<file path="src/rtl/enc_input_frontend_if.sv">
// Pin-side bundle for the encoder/button input frontend.
//   enc_a_i, enc_b_i, btn_n_i : raw asynchronous pins (btn_n_i low = pressed)
//   step_o, dir_o, quad_err_o : detent step pulse, its direction, illegal-jump pulse
//   btn_o, btn_press_o, btn_release_o, btn_long_o : debounced level and event pulses
// slave  = the frontend itself, master = whoever drives the pins and consumes events.
interface enc_input_frontend_if;
  logic enc_a_i;
  logic enc_b_i;
  logic btn_n_i;
  logic step_o;
  logic dir_o;
  logic quad_err_o;
  logic btn_o;
  logic btn_press_o;
  logic btn_release_o;
  logic btn_long_o;

  modport master (
    output enc_a_i, enc_b_i, btn_n_i,
    input  step_o, dir_o, quad_err_o, btn_o, btn_press_o, btn_release_o, btn_long_o
  );

  modport slave (
    input  enc_a_i, enc_b_i, btn_n_i,
    output step_o, dir_o, quad_err_o, btn_o, btn_press_o, btn_release_o, btn_long_o
  );
endinterface

</file>
<file path="src/rtl/enc_input_frontend.sv">
// Input conditioning between the ui_in pins and the core logic.
//   - 2-FF synchronisers on encoder A/B and the pushbutton
//   - glitch filter on {B,A}, quadrature decode into detent steps with direction
//   - button debounce into a level plus press / release / long-press pulses
// Ports:
//   clk  : system clock
//   rst  : synchronous reset, active high
//   bus  : enc_input_frontend_if.slave (pins in, conditioned events out)
module enc_input_frontend #(
  parameter int FILT_CYCLES      = 4,
  parameter int STEPS_PER_DETENT = 4,
  parameter int DEB_CYCLES       = 16,
  parameter int LONG_CYCLES      = 64
) (
  input  logic                 clk,
  input  logic                 rst,
  enc_input_frontend_if.slave  bus
);

  localparam int FW = $clog2(FILT_CYCLES + 1);
  localparam int DW = $clog2(DEB_CYCLES + 1);
  localparam int LW = $clog2(LONG_CYCLES + 1);

  // Accumulator value one transition short of a detent in each direction.
  localparam logic signed [3:0] ACC_TOP = 4'(STEPS_PER_DETENT - 1);
  localparam logic signed [3:0] ACC_BOT = 4'(1 - STEPS_PER_DETENT);

  typedef enum logic [1:0] {S_IDLE, S_PRESSED, S_LONG} btn_state_e;

  // Gray {B,A} -> position 0..3 along the CW order 00,01,11,10.
  function automatic logic [1:0] quad_pos(input logic [1:0] ba);
    return {ba[1], ba[1] ^ ba[0]};
  endfunction

  // ---------------- encoder path ----------------
  logic [1:0]        esync1_q, esync1_d, esync2_q, esync2_d;
  logic [1:0]        cand_q, cand_d, filt_q, filt_d, filt_prev_q, filt_prev_d;
  logic [FW-1:0]     fcnt_q, fcnt_d;
  logic              primed_q, primed_d;
  logic signed [3:0] acc_q, acc_d;
  logic              step_q, step_d, dir_q, dir_d, err_q, err_d;
  logic [1:0]        pos_delta;

  always_comb begin
    esync1_d    = {bus.enc_b_i, bus.enc_a_i};
    esync2_d    = esync1_q;
    cand_d      = cand_q;
    filt_d      = filt_q;
    filt_prev_d = filt_q;
    fcnt_d      = fcnt_q;
    primed_d    = primed_q;
    acc_d       = acc_q;
    dir_d       = dir_q;
    step_d      = 1'b0;
    err_d       = 1'b0;
    pos_delta   = quad_pos(filt_q) - quad_pos(filt_prev_q);

    // Glitch filter: a level must persist FILT_CYCLES cycles to be accepted.
    if (esync2_q != cand_q) begin
      cand_d = esync2_q;
      fcnt_d = '0;
    end else if (fcnt_q == FW'(FILT_CYCLES - 1)) begin
      filt_d = cand_q;
      // First acceptance only establishes the reference position; loading
      // prev too hides it from the decoder so a non-00 rest state is silent.
      if (!primed_q) begin
        primed_d    = 1'b1;
        filt_prev_d = cand_q;
      end
    end else begin
      fcnt_d = fcnt_q + 1'b1;
    end

    // Decode one cycle after filt moves; pulses leave straight from flops.
    if (primed_q && (filt_q != filt_prev_q)) begin
      unique case (pos_delta)
        2'd1: begin
          if (acc_q == ACC_TOP) begin
            step_d = 1'b1;
            dir_d  = 1'b1;
            acc_d  = '0;
          end else begin
            acc_d = acc_q + 4'sd1;
          end
        end
        2'd3: begin
          if (acc_q == ACC_BOT) begin
            step_d = 1'b1;
            dir_d  = 1'b0;
            acc_d  = '0;
          end else begin
            acc_d = acc_q - 4'sd1;
          end
        end
        default: begin
          err_d = 1'b1;
          acc_d = '0;
        end
      endcase
    end
  end

  // ---------------- button path ----------------
  logic          bsync1_q, bsync1_d, bsync2_q, bsync2_d;
  logic          btn_q, btn_d;
  logic [DW-1:0] dcnt_q, dcnt_d;
  logic [LW-1:0] lcnt_q, lcnt_d;
  btn_state_e    state_q, state_d;
  logic          press_q, press_d, rel_q, rel_d, long_q, long_d;
  logic          btn_lvl;

  always_comb begin
    bsync1_d = bus.btn_n_i;
    bsync2_d = bsync1_q;
    btn_lvl  = ~bsync2_q;
    btn_d    = btn_q;
    dcnt_d   = '0;
    if (btn_lvl != btn_q) begin
      if (dcnt_q == DW'(DEB_CYCLES - 1)) begin
        btn_d  = btn_lvl;
        dcnt_d = '0;
      end else begin
        dcnt_d = dcnt_q + 1'b1;
      end
    end
  end

  always_comb begin
    state_d = state_q;
    lcnt_d  = lcnt_q;
    press_d = 1'b0;
    rel_d   = 1'b0;
    long_d  = 1'b0;
    unique case (state_q)
      S_IDLE: begin
        if (btn_q) begin
          press_d = 1'b1;
          lcnt_d  = '0;
          state_d = S_PRESSED;
        end
      end
      S_PRESSED: begin
        // Release is checked first so it always beats a long press.
        if (!btn_q) begin
          rel_d   = 1'b1;
          state_d = S_IDLE;
        end else if (lcnt_q == LW'(LONG_CYCLES - 1)) begin
          long_d  = 1'b1;
          state_d = S_LONG;
        end else begin
          lcnt_d = lcnt_q + 1'b1;
        end
      end
      S_LONG: begin
        if (!btn_q) begin
          rel_d   = 1'b1;
          state_d = S_IDLE;
        end
      end
      default: state_d = S_IDLE;
    endcase
  end

  always_ff @(posedge clk) begin
    if (rst) begin
      esync1_q    <= '0;
      esync2_q    <= '0;
      cand_q      <= '0;
      filt_q      <= '0;
      filt_prev_q <= '0;
      fcnt_q      <= '0;
      primed_q    <= 1'b0;
      acc_q       <= '0;
      step_q      <= 1'b0;
      dir_q       <= 1'b0;
      err_q       <= 1'b0;
      bsync1_q    <= 1'b1;
      bsync2_q    <= 1'b1;
      btn_q       <= 1'b0;
      dcnt_q      <= '0;
      lcnt_q      <= '0;
      state_q     <= S_IDLE;
      press_q     <= 1'b0;
      rel_q       <= 1'b0;
      long_q      <= 1'b0;
    end else begin
      esync1_q    <= esync1_d;
      esync2_q    <= esync2_d;
      cand_q      <= cand_d;
      filt_q      <= filt_d;
      filt_prev_q <= filt_prev_d;
      fcnt_q      <= fcnt_d;
      primed_q    <= primed_d;
      acc_q       <= acc_d;
      step_q      <= step_d;
      dir_q       <= dir_d;
      err_q       <= err_d;
      bsync1_q    <= bsync1_d;
      bsync2_q    <= bsync2_d;
      btn_q       <= btn_d;
      dcnt_q      <= dcnt_d;
      lcnt_q      <= lcnt_d;
      state_q     <= state_d;
      press_q     <= press_d;
      rel_q       <= rel_d;
      long_q      <= long_d;
    end
  end

  assign bus.step_o        = step_q;
  assign bus.dir_o         = dir_q;
  assign bus.quad_err_o    = err_q;
  assign bus.btn_o         = btn_q;
  assign bus.btn_press_o   = press_q;
  assign bus.btn_release_o = rel_q;
  assign bus.btn_long_o    = long_q;

endmodule

</file>
<file path="src/flat_wrapper.sv">
// flat-port wrapper written by rule: the top's interface ports become plain ports
module enc_input_frontend_flat 
#(
  parameter int FILT_CYCLES      = 4,
  parameter int STEPS_PER_DETENT = 4,
  parameter int DEB_CYCLES       = 16,
  parameter int LONG_CYCLES      = 64
)
  (clk, rst, bus_enc_a_i, bus_enc_b_i, bus_btn_n_i, bus_step_o, bus_dir_o, bus_quad_err_o, bus_btn_o, bus_btn_press_o, bus_btn_release_o, bus_btn_long_o);
  enc_input_frontend_if bus_i ();
  input  logic clk;
  input  logic rst;
  input wire logic [$bits(bus_i.enc_a_i)-1:0] bus_enc_a_i;
  input wire logic [$bits(bus_i.enc_b_i)-1:0] bus_enc_b_i;
  input wire logic [$bits(bus_i.btn_n_i)-1:0] bus_btn_n_i;
  output wire logic [$bits(bus_i.step_o)-1:0] bus_step_o;
  output wire logic [$bits(bus_i.dir_o)-1:0] bus_dir_o;
  output wire logic [$bits(bus_i.quad_err_o)-1:0] bus_quad_err_o;
  output wire logic [$bits(bus_i.btn_o)-1:0] bus_btn_o;
  output wire logic [$bits(bus_i.btn_press_o)-1:0] bus_btn_press_o;
  output wire logic [$bits(bus_i.btn_release_o)-1:0] bus_btn_release_o;
  output wire logic [$bits(bus_i.btn_long_o)-1:0] bus_btn_long_o;
  assign bus_i.enc_a_i = bus_enc_a_i;
  assign bus_i.enc_b_i = bus_enc_b_i;
  assign bus_i.btn_n_i = bus_btn_n_i;
  assign bus_step_o = bus_i.step_o;
  assign bus_dir_o = bus_i.dir_o;
  assign bus_quad_err_o = bus_i.quad_err_o;
  assign bus_btn_o = bus_i.btn_o;
  assign bus_btn_press_o = bus_i.btn_press_o;
  assign bus_btn_release_o = bus_i.btn_release_o;
  assign bus_btn_long_o = bus_i.btn_long_o;
  enc_input_frontend #(.FILT_CYCLES(FILT_CYCLES), .STEPS_PER_DETENT(STEPS_PER_DETENT), .DEB_CYCLES(DEB_CYCLES), .LONG_CYCLES(LONG_CYCLES)) u_core (.clk(clk), .rst(rst), .bus(bus_i));
endmodule
</file>
<file path="config.mk">
export PLATFORM = sky130hd
export DESIGN_NAME = enc_input_frontend_flat
export DESIGN_NICKNAME = d
export VERILOG_FILES = /design/src/rtl/enc_input_frontend_if.sv /design/src/rtl/enc_input_frontend.sv /design/src/flat_wrapper.sv
export SDC_FILE = /design/constraint.sdc
export NUM_CORES = 1
export LEC_CHECK = 0
export CAP_MARGIN = 20
export CORE_MARGIN = 4
export CORE_UTILIZATION = 55
export DETAILED_ROUTE_END_ITERATION = 10
export GPL_TIMING_DRIVEN = 0
export PLACE_DENSITY_LB_ADDON = 0.15
export SYNTH_ARGS = -nofsm -noshare
export SYNTH_HDL_FRONTEND = slang
export SYNTH_SLANG_ARGS = --single-unit
</file>
<file path="constraint.sdc">
create_clock -name clk -period 3 [get_ports clk]
set_clock_uncertainty 0.05 [all_clocks]
set_input_delay 0.9 -clock clk [delete_from_list [all_inputs] [get_ports clk]]
set_output_delay 0.9 -clock clk [all_outputs]
set_load 0.1 [all_outputs]
</file>
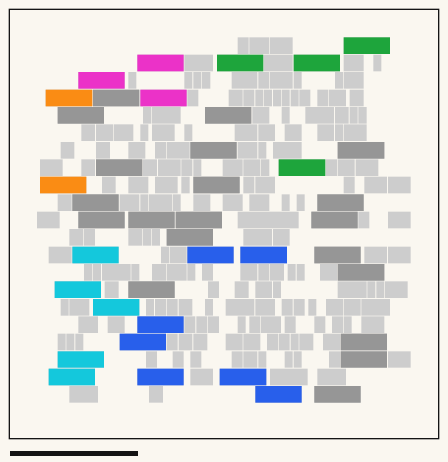
ff_map.png
Scale bar: 20 um. Other sequential cells in the stronger grey, the rest of the logic in the fainter grey.
Key: green = u_core.acc_q [placed flops 4]; magenta = u_core.fcnt_q [placed flops 3]; cyan = u_core.dcnt_q [placed flops 5]; orange = u_core.esync1_q [placed flops 2]; blue = u_core.lcnt_q [placed flops 7, where bottom middle]
Another 20 sequential cells are not coloured.
final design utilization: 63.2%
sequential share of cell area: 38.9%

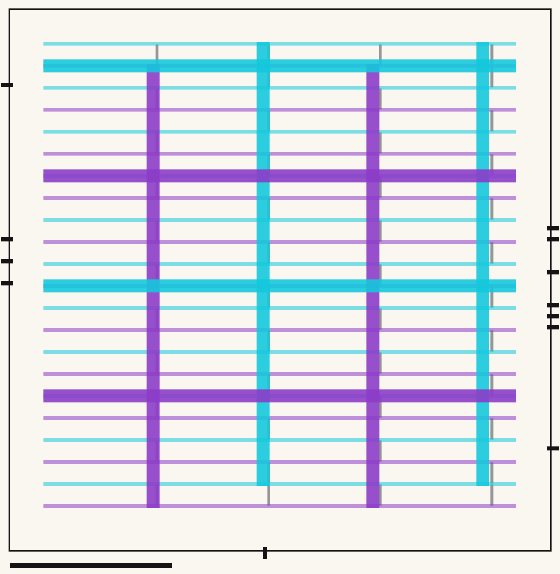
floorplan.png
Scale bar: 20 um. Pins as bars on the die edge. Tap cells in grey.
Key: cyan = VDD; purple = VSS
22 met1 rails follow the rows. 4 straps on met4.
Max rail drop VDD: 0.261 mV
CORE AREA: 3340 um^2

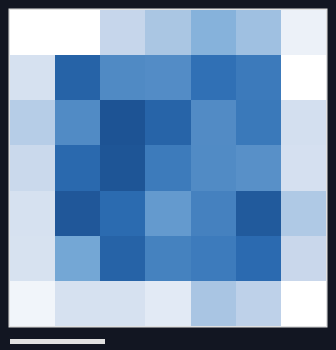
util_map.png
Scale bar: 20 um. The die is cut into 7 by 7 equal tiles; white is low, dark blue is high, 0 to 100% covered.
The fullest tile reaches 86%. 20% of the tiles are over 75% full. The densest ninth of the die: middle. The mean over all tiles is 46%. 8.2% of the tiles are nearly empty.

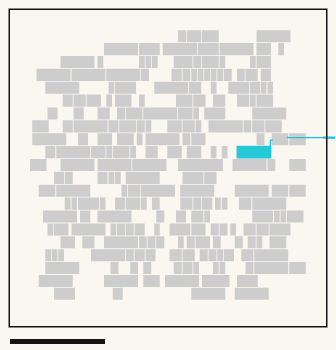
port_trees.png
Scale bar: 20 um.
Key: cyan = bus_quad_err_o [bits 1, direction output, edge right, end cells 1, buffers 1, wire 11.4 um]
num ports: 12
number of buffer cells added on primary ports: 11

==> run_results.csv <==
group,metric,value,unit
routing,drc,0,
clock_tree,cts_setup_buffers,0,
routing,vias,1508,
placed_design,place_hpwl,2560,um
floorplanning,core_rows,21,
finish,area_added_between_synthesis_and_finish,11.1,%
floorplanning,fp.dieH,66.7,um
synth,netlist-cell-type-count,40,
clock_tree,htree_levels,2,
clock_tree,post_cts_hold_buffer_count,0,
placed_design,gpl.final_weighted_congestion,0.857,
synth,synth.yosys.num_cells,207,
setup_path,critical_path_arrival,1830,ps
clock_tree,clock_sink_count,41,
setup_path,timing.critical_path.slowest_cell_delay,1130,ps
grt,grt_antenna_before_repair,0,
setup_path,critical_path.cell_chain,"clkdlybuf4s50_1",
setup_path,timing.critical_path.max_delay_family,"buffers and inverters",
timing,tightest_slew,964,ps
min_path,hp-class,"flop to flop",
synth,most_common_cell,"dfxtp_1",
clock_tree,cts_repair_resize_count,0,
job,maxCapViolations,0,
clock_tree,max_root_sink_buffers,2,
setup_path,path_class,"flop to output port",
power,net_switching_fraction_of_the_power,24.2,%
power,power.share.clock,28.3,%
timing,finalWorstPathRequiredPeriod,2780,ps
synth,yosysTopAreaCell,"dfxtp_1",
placed_design,placed_standard_cell_area,2070,um^2
floorplanning,floorplan.core_util,56.9,%
synth,yosys.area.top_type_share,43.2,%
finish,diodes,0,
power,power_per_cell_area,415,nW/um^2
run_status,status,"complete, no violations",
synth,ys_seq_elements,41,
power,share_comb_of_total_power,7.3,%
synth,ff_type,"dfxtp_1",
timing,final-hold-violation-count,0,
clock_tree,cts_inserted_buffers,5,
routing,drt-initial-drc-count,89,
routing,drt.antenna.violating_nets,0,
job,warnings,30,
timing,setup_viol,0,
power,proportion_of_power_drawn_by_flip_flops_and_latches,64.4,%
grt,grt_pass1_wl,5840,um
timing,rsz_0062_raised_after_global_routing,"no",
synth,syn-mean-instance-area,9.17,um^2
floorplanning,die_area,4450,um^2
synth,synth.top_cells.by_area,"dfxtp_1 (43%), ha_1 (7.9%), mux2i_1 (5.3%)",
routing,vias_per_cell,5.59,
setup_path,crit_path_max_fanout,2,
clock_tree,clk-insertion-delay-late,340,ps
grt,global_route.usage.total,17.1,%
routing,avgRoutedWirePerCell,12.6,um
synth,ys_async_sr_fraction,0,%
timing,timing.final.max_slew_violations,0,
timing,fin_crit_sh,92.7,%
clock_tree,cts_tree,"done",
setup_path,critical_path.n_buffers_inverters,1,
timing,headroom_to_the_max_slew_limit,35.5,%
clock_tree,clock-root-buffer,"clkbuf_4",
synth,synth.net_count,224,
power,internal_power,662,uW
synth,synth.yosys.chip_area,1900,um^2
power,netSwitchingPower,212,uW
synth,edff_count_synth,0,
timing,achievable-frequency,360,MHz
synth,post_synth_instance_area,1900,um^2
finish,summed_area_of_non_filler_cells_in_the_final_layout,2110,um^2
setup_path,cp_data_required_time,2050,ps
setup_path,endpoint_kind,"output port",
finish,final_layout_size_suffix_gt1_share,5.36,%
synth,synth-warning-count,0,
timing,timing.setup.tns,0,ps
synth,synth.yosys.seq_area_share,43.2,%
sequential cells by signal (all words and copies together), names as in the netlist, 2 cells and up:
name	flops
u_core.esync1_q	2
u_core.lcnt_q	7
u_core.filt_q	2
u_core.fcnt_q	3
u_core.acc_q	4
u_core.state_q	2
u_core.filt_prev_q	2
u_core.esync2_q	2
u_core.cand_q	2
u_core.dcnt_q	5
power groups by stage:
stage                     sequential (mW)  clock, mW  combinational [mW]
after detailed placement            0.575          0              0.0641
after global routing                0.564      0.278              0.0719
after floorplan                     0.580          0              0.0401
after global placement              0.574          0              0.0614
after CTS                           0.563      0.255              0.0644
final                               0.563      0.247              0.0642
logic make-up after synthesis:
kind of cell    share of synthesized area, %
compound gates                          12.1
xor+xnor                                6.46
fa+ha+maj                               7.91
simple gates                            20.4
mux                                     5.27
flops                                   43.2
buf+inv                                 4.61
metrics by stage:
| stage | instances | power [mW] | worst slack (ps) | hold slack, ps |
|---|---|---|---|---|
| global placement | 264 | 0.635 | 465 | 345 |
| detailed placement | 264 | 0.640 | 439 | 353 |
| CTS | 270 | 0.882 | 193 | 374 |
| global route | 270 | 0.914 | 165 | 390 |
| finish | 270 | 0.874 | 219 | 372 |
| floorplan | 207 | 0.620 | 763 | 339 |
per-layer routing:
metal | vias to the layer above | track usage (%) | wire length (um) | part of all wire (%)
li1 | 748 | - | - | -
met1 | 705 | 19.0 | 1440 | 42
met2 | 47 | 30.6 | 1660 | 49
met3 | 8 | 5.06 | 224 | 6.6
met4 | 0 | 6.35 | 72 | 2.1
met5 | - | 0 | 0 | 0
cell usage in the layout, fill, tap and decap left out, types with 2 or more instances in the layout:
cell              n
or2_2             2
a211oi_1          3
nor2b_1           8
clkbuf_4          5
or3_1             4
nor3b_1           2
a31oi_1           2
nand4_1           2
or4_1             2
xnor2_1           5
nor2_1           18
o21a_1            2
clkbuf_1          5
o21ai_0           7
clkdlybuf4s50_1  11
and3_1            2
nor3_1            6
nand3_1           8
ha_1             12
a21oi_1          12
mux2i_1          10
inv_1            17
xor2_1            6
nand3b_1          3
nand2_1          12
dfxtp_1          41
layout make-up:
type / instances / area [um^2]
Clock buffer: 5 / 37.5
Tap cell: 46 / 57.6
Inverter: 17 / 63.8
Fill cell: 303 / 1230
Timing Repair Buffer: 11 / 110
Multi-Input combinational cell: 143 / 990
Buffer: 6 / 23.8
Clock inverter: 1 / 5.00
Sequential cell: 41 / 821
final timing paths:
kind | from | slack, ps | depth (start not counted) | end
worst min register to register | u_core.bsync1_q | 370 | 1 | u_core.bsync2_q
worst max-delay path | u_core.bus.dir_o | 220 | 1 | bus_dir_o
worst min-delay path | u_core.bsync1_q | 370 | 1 | u_core.bsync2_q
worst max register to register | u_core.filt_q[1] | 980 | 6 | u_core.acc_q[3]
Power is estimated from default activity; no workload was simulated.
